Figure 1. Placed cells, one color a class (run 1).
Fill, decap, tap and diode cells in gray.
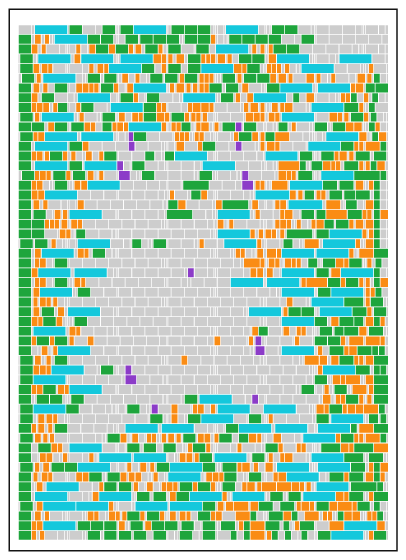
Figure 2. Pin placement (run 1).
Pins as bars across the die edge, other pins in gray.
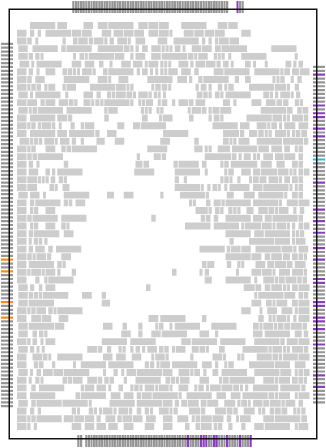
Figure 3. Wiring by layer (run 1).
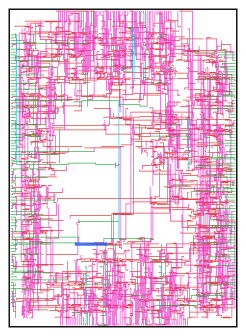
$ cat src/rtl/bus_arbiter.sv
// Two-master round-robin arbiter in front of a single req/ready slave.
// Each access is latched on grant, run against the slave (or rejected on a
// decode miss) and answered with a one-cycle registered ack to the winner.
//
// state | meaning
// IDLE  | waiting for a request; arbitrates and latches the winner's access
// BUSY  | slave strobe asserted; waiting for s_ready or the timeout
// RESP  | one-cycle ack/err/rdata to the granted master

module bus_arbiter #(
  parameter int unsigned   TIMEOUT = 16,
  parameter logic [31:0]   ADDR_LO = 32'h0000_0000,
  parameter logic [31:0]   ADDR_HI = 32'h0000_7FFF
) (
  input  logic        clk,
  input  logic        reset,

  input  logic        m0_req,
  input  logic [31:0] m0_addr,
  input  logic [31:0] m0_wdata,
  input  logic [3:0]  m0_we,
  output logic [31:0] m0_rdata,
  output logic        m0_ack,
  output logic        m0_err,

  input  logic        m1_req,
  input  logic [31:0] m1_addr,
  input  logic [31:0] m1_wdata,
  input  logic [3:0]  m1_we,
  output logic [31:0] m1_rdata,
  output logic        m1_ack,
  output logic        m1_err,

  output logic        s_req,
  output logic [31:0] s_addr,
  output logic [31:0] s_wdata,
  output logic [3:0]  s_we,
  input  logic [31:0] s_rdata,
  input  logic        s_ready,

  output logic        grant,
  output logic        busy
);

  localparam int CW = (TIMEOUT > 2) ? $clog2(TIMEOUT) : 1;
  localparam logic [CW-1:0] CNT_LAST = CW'(TIMEOUT - 1);

  typedef enum logic [1:0] {
    IDLE = 2'd0,
    BUSY = 2'd1,
    RESP = 2'd2
  } state_t;

  state_t        state, state_nxt;
  logic [CW-1:0] cnt;
  logic          last_grant;
  logic          grant_q;
  logic [31:0]   addr_q;
  logic [31:0]   wdata_q;
  logic [3:0]    we_q;
  logic [31:0]   rdata_q;
  logic          err_q;

  logic          any_req;
  logic          winner;
  logic [31:0]   sel_addr;
  logic [32:0]   lo_diff;
  logic [32:0]   hi_diff;
  logic          in_range;
  logic          timed_out;

  // Arbitration and address decode for the candidate winner in IDLE.
  // The range check uses borrow bits so it stays clean for any ADDR_LO/HI.
  always_comb begin
    any_req  = m0_req | m1_req;
    winner   = (m0_req && m1_req) ? ~last_grant : m1_req;
    sel_addr = winner ? m1_addr : m0_addr;
    lo_diff  = {1'b0, sel_addr} - {1'b0, ADDR_LO};
    hi_diff  = {1'b0, ADDR_HI} - {1'b0, sel_addr};
    in_range = ~lo_diff[32] & ~hi_diff[32];
    timed_out = (cnt == CNT_LAST) && !s_ready;
  end

  // State register.
  always_ff @(posedge clk or negedge reset) begin
    if (!reset) state <= IDLE;
    else        state <= state_nxt;
  end

  // Next-state logic.
  always_comb begin
    state_nxt = state;
    case (state)
      IDLE: if (any_req) state_nxt = in_range ? BUSY : RESP;
      BUSY: if (s_ready || timed_out) state_nxt = RESP;
      RESP: state_nxt = IDLE;
      default: state_nxt = IDLE;
    endcase
  end

  // Access latches, grant tracking, timeout counter and response capture.
  always_ff @(posedge clk or negedge reset) begin
    if (!reset) begin
      cnt        <= '0;
      last_grant <= 1'b1;
      grant_q    <= 1'b0;
      addr_q     <= '0;
      wdata_q    <= '0;
      we_q       <= '0;
      rdata_q    <= '0;
      err_q      <= 1'b0;
    end else begin
      case (state)
        IDLE: begin
          cnt <= '0;
          if (any_req) begin
            grant_q    <= winner;
            last_grant <= winner;
            addr_q     <= sel_addr;
            wdata_q    <= winner ? m1_wdata : m0_wdata;
            we_q       <= winner ? m1_we : m0_we;
            rdata_q    <= '0;
            err_q      <= ~in_range;
          end
        end
        BUSY: begin
          cnt <= cnt + CW'(1);
          if (s_ready) begin
            rdata_q <= (we_q != 4'b0000) ? 32'h0 : s_rdata;
            err_q   <= 1'b0;
          end else if (timed_out) begin
            rdata_q <= '0;
            err_q   <= 1'b1;
          end
        end
        RESP: cnt <= '0;
        default: cnt <= '0;
      endcase
    end
  end

  // Outputs are decoded from state and registers only.
  always_comb begin
    s_req    = (state == BUSY);
    busy     = (state != IDLE);
    grant    = grant_q;
    s_addr   = addr_q;
    s_wdata  = wdata_q;
    s_we     = we_q;
    m0_ack   = (state == RESP) && !grant_q;
    m1_ack   = (state == RESP) &&  grant_q;
    m0_err   = m0_ack & err_q;
    m1_err   = m1_ack & err_q;
    m0_rdata = m0_ack ? rdata_q : 32'h0;
    m1_rdata = m1_ack ? rdata_q : 32'h0;
  end

endmodule
$ cat config.mk
export PLATFORM = sky130hd
export DESIGN_NAME = bus_arbiter
export DESIGN_NICKNAME = d
export VERILOG_FILES = /design/src/rtl/bus_arbiter.sv
export SDC_FILE = /design/constraint.sdc
export NUM_CORES = 1
export LEC_CHECK = 0
export ABC_AREA = 1
export CAP_MARGIN = 25
export CORE_AREA = 2 2 106 149
export CTS_BUF_LIST = sky130_fd_sc_hd__clkbuf_2
export CTS_CLUSTER_SIZE = 25
export DETAILED_ROUTE_END_ITERATION = 7
export DIE_AREA = 0 0 108 151
export PLACE_DENSITY = 0.82
export SYNTH_ARGS = -nofsm -noshare
export SYNTH_HDL_FRONTEND = slang
export SYNTH_SLANG_ARGS = --single-unit
$ cat constraint.sdc
create_clock -name clk -period 2.6 [get_ports clk]
set_input_delay 0.78 -clock clk [delete_from_list [all_inputs] [get_ports clk]]
set_output_delay 0.78 -clock clk [all_outputs]
set_load 0.01 [all_outputs]
==> results.cfg, run 1 <==
; yosys + openroad results
[yosys]
synth.ff_latch_count = 109
synth.distinct_cells = 25
syn-mean-instance-area_um2 = 7.78
postSynthSeqShare_pct = 52.6
synthesis.yosys.warnings = 0
syn_area_mm2 = 0.00518
syn-num-nets = 840
post_synthesis_cell_count_from_yosys = 666
postSynthCellCount = 666
synthFlopType = sky130_fd_sc_hd__dfrtp_1
edf_count = 0
synth_chip_area_mm2 = 0.00518
async_flop_share_pct = 100

[layout]
clock_area_share_pct = 0.975
post-route-util_pct = 60.2
n_all_inverters = 86
nonClockBufferCount = 357
area.share.sequential_pct = 30.4
count_of_multi_input_gates = 432
dominant_cells = buffers
num-fill-cells = 1260
comb_area_share_pct = 24.4
mi_logic_area_mm2 = 0.00220
drive_above_1_share_pct = 19.1
sequential_cell_area_mm2 = 0.00273
area_share_nonclk_buffers_pct = 37.9
antennaDiodeCount = 1
flops = 109
layout.cells.non_filler = 1192

[detailed_routing]
dr.max_layer_used = met5
detail_routed_net_length_per_standard_cell_um = 15.6
routed-wl-met2_mm = 9.75
drtAntennaViolNets = 0
vias = 5659
met3_wirelength_mm = 1.54
via_per_inst = 4.75
detail_route.drc_violations = 0
detailed_router_s_first_iteration_violation_count = 197
detailedRoute.firstPassIterationCount = 4
wl_met1_mm = 6.80

[global_routing]
grt_max_degree = 55
grt_pass1_vias = 5616
grt_pass1_wl_mm = 28.2

[placement]
routabilityCongestion = 0.779
placed_area_mm2 = 0.00863
dp.cells = 1157
port_buffers = 311
place.detailed.hpwl_mm = 13.5
post-place-ws_ps = -95.4

[die]
num_tap_cells = 192
ios = 312
num_rows = 53
core_area_mm2 = 0.0149
die_w_um = 108
floorplanUtilization_pct = 34.7
design.die.area_mm2 = 0.0163
die_h_um = 151

[clock_tree]
cts_buffers = 9
root_buffer = sky130_fd_sc_hd__clkbuf_2
tritoncts = done
cts_htree_levels = 3
worst_skew_pair_latency_ps = 580
max-clock-path-buffers = 2
clkSlewWorstSetupHoldPaths_ps = 320
clock_sink_count = 109

[setup_path]
path_common_cell = sky130_fd_sc_hd__buf_6
timing.critical_path.from_type = register
timing.rr.end = state[1]
worstPathCellList = inv_2 -> nor3_4 -> buf_6 -> clkinvlp_4 -> buf_6 -> buf_6 -> nor2_4 -> buf_6
worst_path_largest_cell_delay_ps = 440
worst-endpoint-arrival_ps = 2000
regToRegSetupSlack_ps = 740
path_class = register to primary output
critical_path.reg2reg.startpoint = last_grant
cp_max_fo = 3
endpoint_kind = primary output
timing.critical_path.buf_inv = 6
path_delay_family = buffers and inverters
cpMaxStageDelayCell = sky130_fd_sc_hd__dfrtp_1

[final_timing]
grt_setup_unrepaired = yes
finalSetupViolCount = 57
max_slew_margin_pct = 68.9
min_period_ps = 2780
fmaxAchievable_mhz = 360
finalHoldViolCount = 0
layout_setup_ws_ps = -182
drv_slew = 0
final.period_utilization_pct = 107
fin_setup_tns_ps = -6320
timing_worst_slew_pin_value_ps = 467

[run]
cap_viol_max_count = 0

[power_and_ir_drop]
max-vdd-ir-drop_mv = 0.460
power.combinational.fraction_pct = 55.8
power.density_cell_area_mw_per_mm2 = 826
power.share.switching_pct = 39.5
net-switching-power_mw = 2.93
internal_power_mw = 4.49
power_frac_clock_pct = 9.3
power_frac_seq_pct = 34.8

[status]
failed_checks = negative setup slack
status = finished with violations
About Figure 1:
- purple: clock drivers and dummy loads (cells 15; share of their area 1.0%)
- orange: all other logic (cells 518; share of their area 29%)
- green: other buffers and delay cells (cells 357; share of their area 39%)
- cyan: flip-flops (cells 109; share of their area 31%)

About Figure 2:
- cyan: m0_req (pins 1; direction input; edge right)
- purple: s_rdata (pins 32; direction input; edge 22 right, 9 bottom, 1 top)
- orange: m0_we (pins 4; direction input; edge left)
- all pins by edge: 95 left, 88 right, 66 bottom, 63 top

About Figure 3:
- red: met1 (wire length 6800 um)
- blue: met5 (wire length 13.8 um)
- magenta: met2 (wire length 9750 um)
- cyan: met4 (wire length 473 um)
- green: met3 (wire length 1540 um)

[run 1: worst max path at each step]
stage                     cells past startpoint      endpoint  slack, ps  startpoint
after floorplan                               5  m1_rdata[10]        450    state[1]
after global placement                       12      state[1]        -50      m0_req
after detailed placement                     12      state[1]       -100      m0_req
after CTS                                     7   m1_rdata[8]       -200    state[0]
after global routing                          8   m1_rdata[8]       -310    state[1]
final                                         8   m1_rdata[8]       -180    state[1]
[run 1: Yosys cell counts, types with 2 or more instances]
library cell / n / share of area (%)
sky130_fd_sc_hd__buf_4: 3 / 0.43
sky130_fd_sc_hd__a21oi_1: 3 / 0.29
sky130_fd_sc_hd__buf_2: 8 / 0.77
sky130_fd_sc_hd__nand2_1: 103 / 7.5
sky130_fd_sc_hd__o21ai_0: 49 / 4.7
sky130_fd_sc_hd__nor3_1: 3 / 0.29
sky130_fd_sc_hd__a31oi_1: 14 / 1.7
sky130_fd_sc_hd__inv_2: 3 / 0.22
sky130_fd_sc_hd__dfrtp_1: 108 / 52
sky130_fd_sc_hd__nor2_1: 142 / 10
sky130_fd_sc_hd__nor2_2: 4 / 0.48
sky130_fd_sc_hd__o22ai_1: 32 / 3.9
sky130_fd_sc_hd__nand3_1: 11 / 1.1
sky130_fd_sc_hd__o21ai_1: 64 / 6.2
sky130_fd_sc_hd__nand2_2: 2 / 0.24
sky130_fd_sc_hd__clkbuf_1: 27 / 2.0
sky130_fd_sc_hd__inv_1: 82 / 5.9
[run 1: through the flow]
stage / hold slack (ps) / power [mW]
6_report: 75.8 / 7.42
5_1_grt: 15.4 / 7.92
4_1_cts: 29.2 / 7.38
3_5_place_dp: 457 / 6.27
3_3_place_gp: 457 / 6.18
2_1_floorplan: 431 / 4.16
[run 1: repair_timing]
item / CTS / global route
pin swaps: 6 / 10
setup endpoints to repair: 70 / 69
gates cloned: 2 / 0
hold buffers: 0 / 0
setup buffers: 19 / 6
gates resized: 319 / 75
[run 1: registers in the layout, indices dropped and copies added (netlist names)]
register,count
last_grant,1
err_q,1
rdata_q,32
s_addr,32
state,2
s_wdata,32
grant,1
s_we,4
cnt,4
[run 1: cells by family (layout without fill, tap and decap cells)]
logic type                 count (synthesis)  after routing  synth area share (%)
and+or+nand+nor                          266            266                  20.0
AOI/OAI and AO/OA                        165            165                  17.5
buffers and inverters                    125            458                  9.63
DFF                                      109            109                  52.6
adders and majority gates                  1              1                 0.241
other                                      0              1                     0
[run 1: power groups by stage]
stage | registers [mW] | clock network [mW] | logic [mW]
global placement | 2.59 | 0 | 3.59
CTS | 2.58 | 0.733 | 4.07
detailed placement | 2.61 | 0 | 3.66
finish | 2.58 | 0.693 | 4.14
global route | 2.65 | 0.801 | 4.47
floorplan | 2.84 | 0 | 1.32
[run 1: routing by layer]
layer  global-route usage (%)  vias to the layer above
met3                     6.76                       35
li1                         -                     2784
met2                     40.7                      253
met4                     7.18                        2
met1                     24.0                     2585
met5                        0                        -
==> run 2, diff against run 1 <==
--- a/config.mk
+++ b/config.mk
@@ -13,6 +13,7 @@
 export DETAILED_ROUTE_END_ITERATION = 7
 export DIE_AREA = 0 0 108 151
 export PLACE_DENSITY = 0.82
+export SLEW_MARGIN = 20
 export SYNTH_ARGS = -nofsm -noshare
 export SYNTH_HDL_FRONTEND = slang
 export SYNTH_SLANG_ARGS = --single-unit
Figure 4. Clock network drawn from the DEF (run 2).
Bar = 20 um.
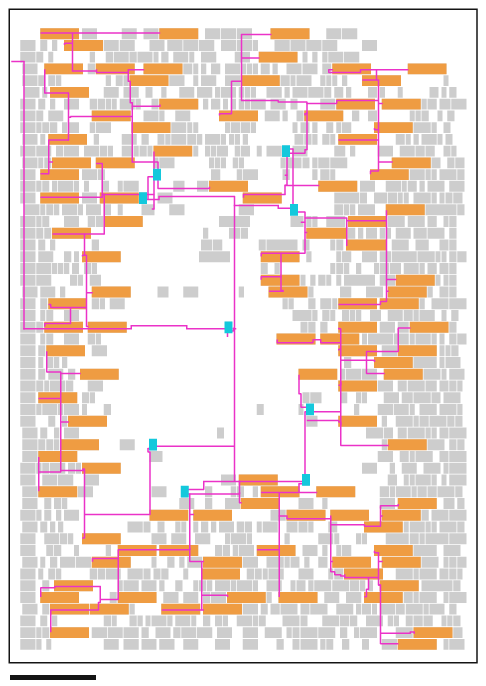
- cyan: cells driving clock nets (count 9)
- magenta: clock wires (length 1390 um)
- orange: flip-flops (count 109)
- routed clock nets: 10
- flops lie: spread over the die

==> run 2 against run 1 <==
The flow still finishes with violations (negative setup slack). Wire length did not move. Worst setup slack unchanged. Clock-buffer cell count unchanged. Fmax did not move. Critical path type unchanged. Critical endpoint unchanged. Largest cell class unchanged.
==> results.cfg, run 2 <==
; yosys + openroad results
[yosys]
synth_area_leader_cell = sky130_fd_sc_hd__dfrtp_1
postSynthCellCount = 666
edf_count = 0
top_area_contributor_share_pct = 52.1
synth_chip_area_mm2 = 0.00518
async_flop_share_pct = 100
synth.top_cells.by_count = sky130_fd_sc_hd__nor2_1, sky130_fd_sc_hd__dfrtp_1, sky130_fd_sc_hd__nand2_1
top_cell = sky130_fd_sc_hd__nor2_1
post_synthesis_cell_count_from_yosys = 666
synth.distinct_cells = 25
syn-num-nets = 840
synth.ff_latch_count = 109
syn-mean-instance-area_um2 = 7.78
synthesis.yosys.warnings = 0
postSynthSeqShare_pct = 52.6
syn_area_mm2 = 0.00518
top_cells_by_area = sky130_fd_sc_hd__dfrtp_1, sky130_fd_sc_hd__nor2_1, sky130_fd_sc_hd__nand2_1, sky130_fd_sc_hd__o21ai_1, sky130_fd_sc_hd__inv_1
synthFlopType = sky130_fd_sc_hd__dfrtp_1

[detailed_routing]
detailedRoute.firstPassIterationCount = 4
detail_routed_net_length_per_standard_cell_um = 15.6
drtAntennaViolNets = 0
detailed_router_s_first_iteration_violation_count = 197
vias = 5659
route.final.wire_length_mm = 18.6
via_per_inst = 4.75
detail_route.drc_violations = 0

[die]
die_w_um = 108
core_area_mm2 = 0.0149
ios = 312
die_h_um = 151
design.die.area_mm2 = 0.0163
floorplanUtilization_pct = 34.7
num_rows = 53

[final_timing]
final.period_utilization_pct = 107
finalSetupViolCount = 57
max_slew_margin_pct = 68.9
drv_slew = 0
fin_setup_tns_ps = -6320
finalHoldViolCount = 0
finalClockSkew_ps = 45.7
timing_worst_slew_pin_value_ps = 467
layout_setup_ws_ps = -182
min_period_ps = 2780
fmaxAchievable_mhz = 360
grt_setup_unrepaired = yes

[clock_tree]
cts_hold_buf = 0
cts_htree_levels = 3
clock_sink_count = 109
clkSlewWorstSetupHoldPaths_ps = 320
root_buffer = sky130_fd_sc_hd__clkbuf_2
max-clock-path-buffers = 2
tritoncts = done
cts_buffers = 9
worst_skew_pair_latency_ps = 580

[layout]
layout.cells.most_common_list = sky130_fd_sc_hd__clkdlybuf4s50_1, sky130_fd_sc_hd__dfrtp_1, sky130_fd_sc_hd__nand2_1, sky130_fd_sc_hd__nor2_1, sky130_fd_sc_hd__inv_1
sequential_cell_area_mm2 = 0.00273
mostFrequentLayoutCell = sky130_fd_sc_hd__clkdlybuf4s50_1
num-fill-cells = 1260
final_net_count = 1169
drive_above_1_share_pct = 19.1
layout.cells.non_filler = 1192
syn_to_final_growth_pct = 73.4
mi_logic_area_mm2 = 0.00220

[global_routing]
grt_pass1_wl_mm = 28.2
grt_max_degree = 55
grt_pass1_vias = 5616
grt_usage_pct = 22.1
grt_overflow_total = 0
antenna_found_initial = 2

[setup_path]
cpMaxStageDelayCell = sky130_fd_sc_hd__dfrtp_1
cp_max_fo = 3
worst-endpoint-arrival_ps = 2000
critPathRequiredTime_ps = 1820
path_common_cell = sky130_fd_sc_hd__buf_6
path_class = register to primary output
worstPathCellList = inv_2 -> nor3_4 -> buf_6 -> clkinvlp_4 -> buf_6 -> buf_6 -> nor2_4 -> buf_6
timing.rr.end = state[1]
reg2regPathDepth = 11
timing.critical_path.from_type = register
critical_path.reg2reg.startpoint = last_grant
regToRegSetupSlack_ps = 740
endpoint_kind = primary output
worst_path_largest_cell_delay_ps = 440

[power_and_ir_drop]
total_leakage_power_nw = 4.06
max-vdd-ir-drop_mv = 0.460
power.density_cell_area_mw_per_mm2 = 826
post-layout-total-power_mw = 7.42

[status]
status = finished with violations
failed_checks = negative setup slack

[placement]
place.detailed.hpwl_mm = 13.5
port_buffers = 311
post-place-ws_ps = -95.4
routabilityCongestion = 0.779
dp.cells = 1157

[hold_path]
hp-class = primary input to asynchronous set/reset pin

[run]
stage_log_warnings = 28
cap_viol_max_count = 0
==> run 2: metal layers <==
layer	wire length, um	vias up	global-route usage [%]	share of wire (%)
li1	-	2784	-	-
met2	9750	253	40.7	52
met3	1540	35	6.76	8.3
met5	13	-	0	0.070
met4	473	2	7.18	2.5
met1	6800	2585	24.0	37
==> run 2: worst max path at each step <==
stage	from	end	slack [ps]	cells after the start
after floorplan	state[1]	m1_rdata[10]	450	5
final	state[1]	m1_rdata[8]	-180	8
after global placement	m0_req	state[1]	-50	12
after CTS	state[0]	m1_rdata[8]	-200	7
after detailed placement	m0_req	state[1]	-100	12
after global routing	state[1]	m1_rdata[8]	-310	8
==> run 2: cell type report <==
type	instances	share of cell area (%)
flip-flops and latches	109	30.4
inverters	85	3.55
repair inverters	1	0.0835
multi-input cells	432	24.4
well taps	192	2.67
clock inverters	5	0.418
repair buffers	357	37.9
diodes	1	0.0278
clock buffers	10	0.557
==> run 2: critical path, delay by kind of cell (launching register included) <==
family,cells,cell delay [ps]
buffers and inverters,6,680
DFF,1,440
and+or+nand+nor,2,330
==> run 2: power breakdown <==
group | internal [mW] | switching [mW]
registers | 2.25 | 0.331
clock network | 0.129 | 0.564
logic | 2.11 | 2.04
==> run 2: stage by stage <==
step           hold WS [ps]  area [um2]  util, %
2_1_floorplan           431        5180        -
3_3_place_gp            457        8630     57.8
3_5_place_dp            457        8630     57.8
4_1_cts                29.2        8750     58.6
5_1_grt                15.4        8990     60.2
6_report               75.8        8990     60.2
==> run 2: logic make-up (layout without fill, tap and decap cells) <==
group | Yosys count | count (layout) | synth area share, %
other | 0 | 1 | 0
AND/OR/NAND/NOR | 266 | 266 | 20.0
buffers and inverters | 125 | 458 | 9.63
adder cells (fa/ha/maj) | 1 | 1 | 0.241
flip-flops | 109 | 109 | 52.6
AND-OR/OR-AND | 165 | 165 | 17.5
==> run 2: timing repair <==
| action | in CTS | in global routing |
|---|---|---|
| gates cloned | 2 | 0 |
| pin swaps | 6 | 10 |
| endpoints found under the setup margin | 70 | 69 |
| setup buffers | 19 | 6 |
| resized | 319 | 75 |
Power figures rest on the tool's default switching activity, not on a simulated workload.
